<file path="src/rtl/crc_stream_checker_step.sv">
// crc_step: combinational fold of one DATA_W beat into a CRC_W register.
//   Serial MSB-first, no reflection, no final XOR.
//   crc_i  : current CRC register
//   data_i : beat, bit DATA_W-1 processed first
//   crc_o  : CRC after all DATA_W shifts
module crc_step #(
    parameter int unsigned      CRC_W  = 8,
    parameter logic [CRC_W-1:0] POLY   = 8'h07,
    parameter int unsigned      DATA_W = 8
) (
    input  logic [CRC_W-1:0]  crc_i,
    input  logic [DATA_W-1:0] data_i,
    output logic [CRC_W-1:0]  crc_o
);
    logic fb;

    always_comb begin
        fb    = 1'b0;
        crc_o = crc_i;
        for (int unsigned i = 0; i < DATA_W; i++) begin
            fb    = crc_o[CRC_W-1] ^ data_i[DATA_W-1-i];
            crc_o = {crc_o[CRC_W-2:0], 1'b0} ^ (fb ? POLY : '0);
        end
    end
endmodule

</file>
<file path="config.mk">
export PLATFORM = sky130hd
export DESIGN_NAME = crc_step
export DESIGN_NICKNAME = d
export VERILOG_FILES = /design/src/rtl/crc_stream_checker_step.sv
export SDC_FILE = /design/constraint.sdc
export NUM_CORES = 1
export LEC_CHECK = 0
export CAP_MARGIN = 30
export CELL_PAD_IN_SITES_DETAIL_PLACEMENT = 0
export CELL_PAD_IN_SITES_GLOBAL_PLACEMENT = 2
export CORE_MARGIN = 2
export CORE_UTILIZATION = 13
export DETAILED_ROUTE_END_ITERATION = 8
export PLACE_DENSITY = 0.88
export SLEW_MARGIN = 10
export SYNTH_ARGS = -nofsm -noshare
export SYNTH_HDL_FRONTEND = slang
export SYNTH_SLANG_ARGS = --single-unit
</file>
<file path="constraint.sdc">
create_clock -name vclk -period 1.6
set_input_delay 0.16 -clock vclk [all_inputs]
set_output_delay 0.16 -clock vclk [all_outputs]
set_load 0.02 [all_outputs]
</file>
**Run 1: the metal 1 layer**

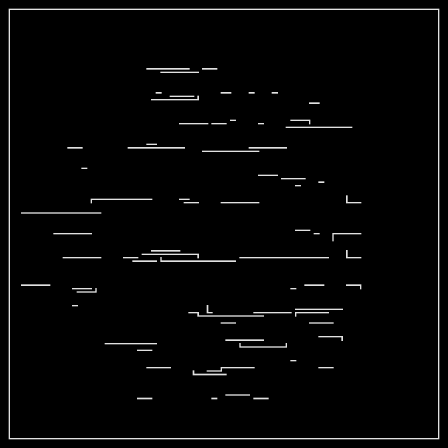
wire length on this layer = 193 um
nets with wire on the layer = 60
share of all routed wire = 38%

**Run 1: met2 routing**

Scale bar: 10 um. Cells faint in the background.
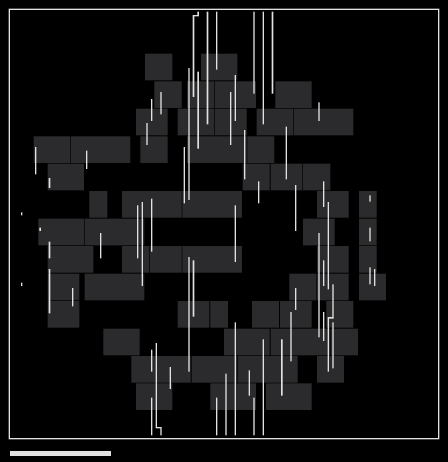
main direction = vertical
longest straight run = 12.9 um
nets with wire on the layer = 58
GRT met2 Usage: 12.3%
WL final: 511 um

**Run 1: signal wires on met3**

Scale bar: 10 um.
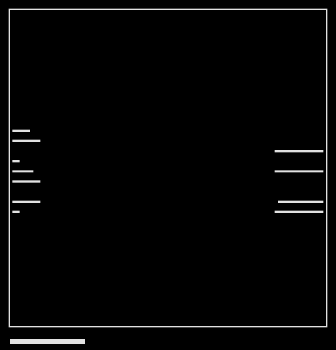
wire length on this layer = 40.7 um
longest straight run = 6.20 um
share of all routed wire = 8.0%

[run 1: what timing repair did]
action                                  in CTS  in global routing
endpoints found under the setup margin       8                  6
setup buffers                                3                  2
resized                                     48                 13
hold buffers                                 0                  0
pin swaps                                    2                  4
[run 1: worst min-delay path by stage]
stage          slack, ns       from       end  depth (start not counted)
2_1_floorplan       0.61   crc_i[4]  crc_o[6]                          2
3_3_place_gp        1.63  data_i[1]  crc_o[1]                          5
3_5_place_dp        1.64  data_i[1]  crc_o[1]                          5
4_1_cts             1.09  data_i[6]  crc_o[6]                          5
5_1_grt             0.92  data_i[2]  crc_o[4]                          5
6_report            0.88  data_i[2]  crc_o[4]                          5
[run 1: where the power goes]
| part | switching [W] | internal (W) | total [W] |
|---|---|---|---|
| logic | 0.000199 | 0.000224 | 0.000423 |
| registers | 0 | 0 | 0 |
| clock network | 0 | 0 | 0 |
| total | 0.000199 | 0.000224 | 0.000423 |
[run 1: critical path, cell delays in order]
cell and delay, ns:
clkdlybuf4s50_1 0.50, xor2_2 0.21, xnor2_2 0.17, xnor2_1 0.15, buf_2 0.19
[run 1: layout by cell type (no fill, tap or decap)]
master            n
buf_4            14
dlygate4sd2_1     2
buf_2             5
xnor2_2           7
buf_6             1
xor2_1            2
clkdlybuf4s50_1   8
xor2_2            4
xnor2_1           8
dlymetal6s2s_1    6
[run 1: cells by family (layout without fill, tap and decap cells)]
group / count (synthesis) / count (layout)
xor+xnor: 21 / 21
buf+inv: 1 / 36
[run 1: synth_stat cells]
cell	number
buf_4	1
xnor2_1	15
xor2_1	6
[run 1: area by class of cell]
class              instances  area (um2)  share of cell area [%]
repair buffers            36         314                    52.4
multi-input cells         21         267                    44.5
well taps                 15        18.8                    3.13
[run 1: through the flow]
stage	total power, W	setup TNS [ns]
2_1_floorplan	0.000212	0
6_report	0.000423	0
3_5_place_dp	0.000409	-3.89
5_1_grt	0.000451	-0.00100
3_3_place_gp	0.000408	-3.82
4_1_cts	0.000407	-0.0503
[run 1: routing by layer]
| layer | GRT usage, % | share of wire (%) |
|---|---|---|
| met4 | 0 | 0 |
| met1 | 7.71 | 38 |
| met3 | 0 | 7.8 |
| met5 | 0 | 0 |
| met2 | 12.3 | 54 |
==> flow_summary.toml, run 1 <==
# implementation run metrics
[global_routing]
grt_antenna_before_repair = 0

[yosys]
yosysTopAreaCell = "xnor2_1"
synth_nets = 38
ys_area_um2 = 191
logic_family = "XOR/XNOR gates"

[setup_path]
crit_arrival_ns = 1.37
worstSetupStartpointType = "primary input"
worst-path-max-fanout = 2
cp-startpoint = "data_i[4]"

[layout]
antenna_cells = 0
nFillCells = 136
utilization_pct = 44.9
seq_cells = 0

[die]
die_w_um = 42.4

[outcome]
outcome = "completed"

[timing]
max_slew_margin_pct = 82.1
worst_slack_ns = 0.0709
worst_pin_slew_ns = 0.268
hold_ws_ns = 0.880

[placement]
io_buffers = 24
**Run 1: zoomed window**

Scale bar: 5 um. Window x 1 to 21, y 22 to 42 um. Cells in grey, sequential cells in the stronger grey; small squares are vias.
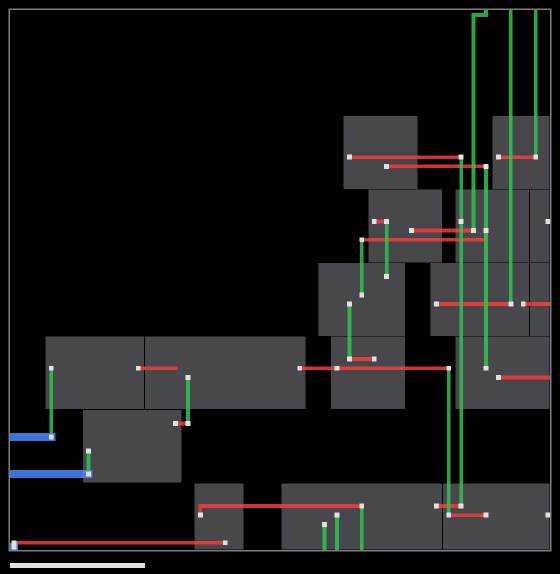

--- run 2 (diff from run 1) ---
Clock period 1.6 ns to 1.9 ns, I/O delays scaled along.
**Run 2: zoomed window**

Scale bar: 5 um. Window x 1 to 21, y 22 to 42 um. Cells in grey, sequential cells in the stronger grey; small squares are vias.
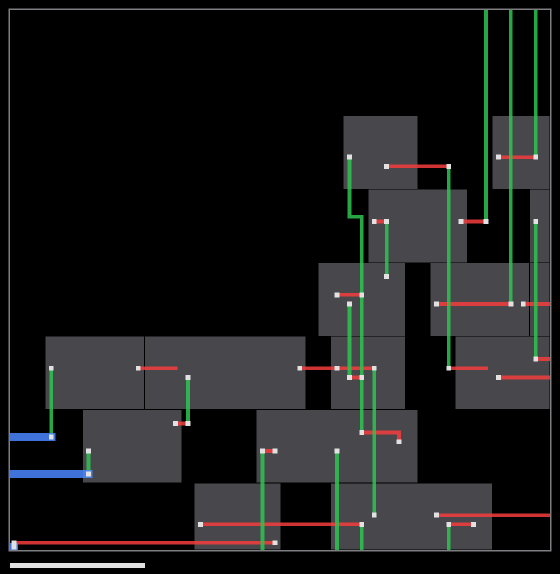
M3 -> blue
M2 -> green
M1 -> red
sequential cells in the window = 0
cells with their middle in the window = 13
most frequent = clkdlybuf4s50_1 (4), xor2_2 (3), buf_4 (2)

==> flow_summary.toml, run 2 <==
# implementation run metrics
[setup_path]
crit_arrival_ns = 1.63
path_buffers = 2
path_delay_family = "buffers and inverters"
worst-path-max-fanout = 3
path_cells = "clkdlybuf4s50_1 > xor2_2 > xnor2_2 > xnor2_1 > dlygate4sd2_1"
worstSetupStartpointType = "primary input"

[yosys]
ys_area_um2 = 191
ys_cells = 22
synth_nets = 38
yosysTopAreaCell = "xnor2_1"
ys_warn_count = 0
yosys.stat.seqShare_pct = 0
top_cell = "xnor2_1"
synth.top_cells.by_count = "15 x xnor2_1, 6 x xor2_1, 1 x buf_4"
ys_types = 3

[outcome]
outcome = "completed"

[global_routing]
grtUsageMet2_pct = 11.7
grtUsageMet3_pct = 0
top_usage_layer = "met2"
grt_util_met1_pct = 6.87
grt_antenna_before_repair = 0

[die]
die_w_um = 42.4

[timing]
max_slew_margin_pct = 78.9
final-hold-violation-count = 0
worst_pin_slew_ns = 0.315

[clock_tree]
hold_buffers = 0

[layout]
nFillCells = 135
lay_top_count = "clkdlybuf4s50_1"
seq_cells = 0
utilization_pct = 41.7
antenna_cells = 0

[drt]
drt_wl_total_um = 449
wl_per_cell_um = 6.51

[placement]
io_buffers = 24

[pwr]
total_power_w = 0.000333
**Run 2: the metal 1 layer**

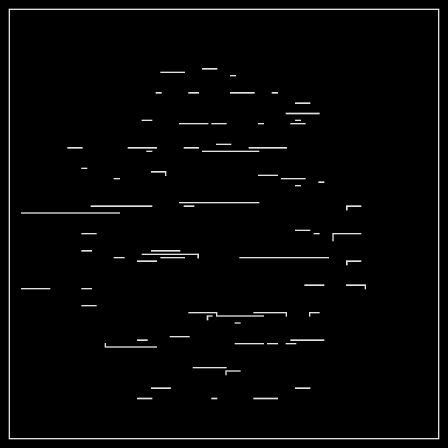
share of all routed wire = 34%
wire length on this layer = 154 um
nets with wire on the layer = 58
longest straight run = 9.70 um
main direction = horizontal

[run 2: where the power goes]
| part | switching (W) | total, W | internal [W] |
|---|---|---|---|
| logic | 0.000159 | 0.000333 | 0.000174 |
| clock network | 0 | 0 | 0 |
| registers | 0 | 0 | 0 |
[run 2: path summary, 6_finish.rpt]
| check | slack, ns | cells past startpoint | endpoint | startpoint |
|---|---|---|---|---|
| worst max-delay path | 0.08 | 5 | crc_o[1] | crc_i[6] |
| worst min-delay path | 1.37 | 5 | crc_o[7] | data_i[7] |
[run 2: cells by family (layout without fill, tap and decap cells)]
kind of cell,count (synthesis),in the layout,share of synthesized area (%)
xor+xnor,21,21,96.1
buf+inv,1,33,3.92
[run 2: layer usage]
layer	part of all wire, %	wire [um]
met1	34	153
met2	58	259
met3	8.0	36
met4	0	0
met5	0	0
[run 2: layout make-up]
type	instances	area (um2)	area share, %
repair buffers	33	294	52.8
well taps	15	18.8	3.37
multi-input cells	21	244	43.8
[run 2: repair_timing]
item                       CTS  global route
setup buffers                2             0
gates resized               13            10
setup endpoints to repair    8             5
pin swaps                    2             1
[run 2: per-stage QoR]
stage          worst slack [ns]  setup TNS [ns]  hold WS [ns]  area [um2]  instances
2_1_floorplan             0.623               0         0.669         191         22
3_3_place_gp             -0.273           -1.90          1.69         495         67
3_5_place_dp             -0.303           -1.97          1.70         495         67
4_1_cts                 0.00108               0          1.37         512         69
5_1_grt                 0.00926               0          1.43         557         69
6_report                 0.0840               0          1.37         557         69
**Run 2: track usage over the die**

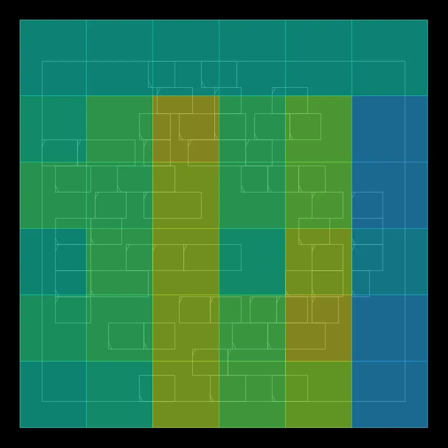

--- run 3 (diff from run 2) ---
Settings changed: SKIP_LAST_GASP set to 1.
**Run 3: track usage over the die**

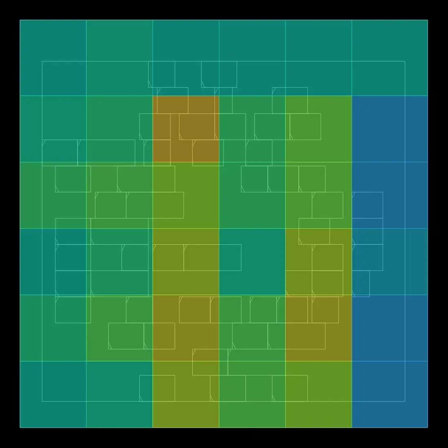
grt peak-use layer: met2
routed length per placed instance: 6.61 um
final core occ: 42.0%
met1 GRT Util: 6.87%
GRT met2 Usage: 11.7%

**Run 3: zoomed window**

Scale bar: 5 um. Window x 1 to 21, y 22 to 42 um. Cells in grey, sequential cells in the stronger grey; small squares are vias.
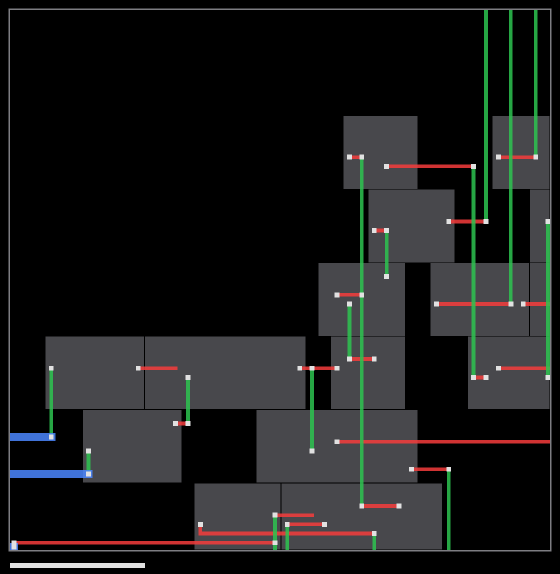
M1 -> red
M3 -> blue
M2 -> green
most frequent = clkdlybuf4s50_1 (4)
cells with their middle in the window = 13
sequential cells in the window = 0

==> flow_summary.toml, run 3 <==
# implementation run metrics
[outcome]
outcome = "completed"

[setup_path]
path_cells = "clkdlybuf4s50_1 > xor2_2 > buf_4 > xnor2_2 > xnor2_1 > dlygate4sd2_1"
worst-path-max-fanout = 3
path_delay_family = "buffers and inverters"
crit_slowest_cell = "clkdlybuf4s50_1"

[global_routing]
grt_antenna_before_repair = 0

[timing]
final-hold-violation-count = 0
max_slew_margin_pct = 80.4
worst_pin_slew_ns = 0.292
hold_ws_ns = 1.36

[layout]
lay_top_cells = "16 x clkdlybuf4s50_1, 10 x xnor2_1, 10 x buf_4"
comb_area_um2 = 244
stdcell_count = 70
antenna_cells = 0
fin_area_um2 = 561
nFillCells = 140
seq_cells = 0

[yosys]
top_cell = "xnor2_1"
yosys.stat.seqShare_pct = 0

[placement]
postPlaceCellArea_um2 = 495
dpl.cell_count = 67

[drt]
drt_wl_total_um = 463

[clock_tree]
hold_buffers = 0

[worst_hold_path]
hold_start = "data_i[7]"
## run 3: cell counts after synthesis
No cell type changed its count.
## run 3: cell families (layout without fill, tap and decap cells)
| kind of cell | after synthesis | in the layout | synth area share, % |
|---|---|---|---|
| buf+inv | 1 | 34 | 3.92 |
| xor+xnor | 21 | 21 | 96.1 |
## run 3: worst max-delay path by stage
stage,to,from,cells past startpoint
2_1_floorplan,crc_o[2],data_i[6],3
3_3_place_gp,crc_o[2],data_i[6],5
3_5_place_dp,crc_o[7],crc_i[6],5
4_1_cts,crc_o[7],crc_i[6],6
5_1_grt,crc_o[0],crc_i[6],6
6_report,crc_o[1],crc_i[6],6
## run 3: power breakdown
| group | leakage [nW] | internal, W | total [W] | switching (W) |
|---|---|---|---|---|
| sequential | 0 | 0 | 0 | 0 |
| clock | 0 | 0 | 0 | 0 |
| combinational | 0.239 | 0.000171 | 0.000329 | 0.000158 |
## run 3: final cells by class
cell class / instances / area share [%]
multi-input combinational: 21 / 43.5
tap: 15 / 3.35
timing repair buffer: 34 / 53.1
## run 3: per-layer routing
layer / vias to the layer above / part of all wire, %
met5: - / 0
met4: 0 / 0
met3: 0 / 7.8
met2: 11 / 57
met1: 91 / 35
li1: 128 / -
## run 3: what timing repair did
item                                   CTS  global route
pin swaps                                1             1
buffers inserted                         2             1
cloned                                   0             0
endpoints found under the hold margin    0             0
gates resized                           10            10
setup endpoints to repair                8             5
## run 3: per-stage QoR
| step | util [%] | total power [W] | setup slack, ns |
|---|---|---|---|
| final | 42.0 | 0.000329 | 0.00292 |
| after global routing | 42.0 | 0.000353 | -0.0678 |
| after floorplan | - | 0.000179 | 0.623 |
| after CTS | 38.6 | 0.000320 | -0.0976 |
| after detailed placement | 37.1 | 0.000344 | -0.303 |
| after global placement | 37.1 | 0.000344 | -0.273 |
No activity file was given, so power comes from the tool's default toggle rates.
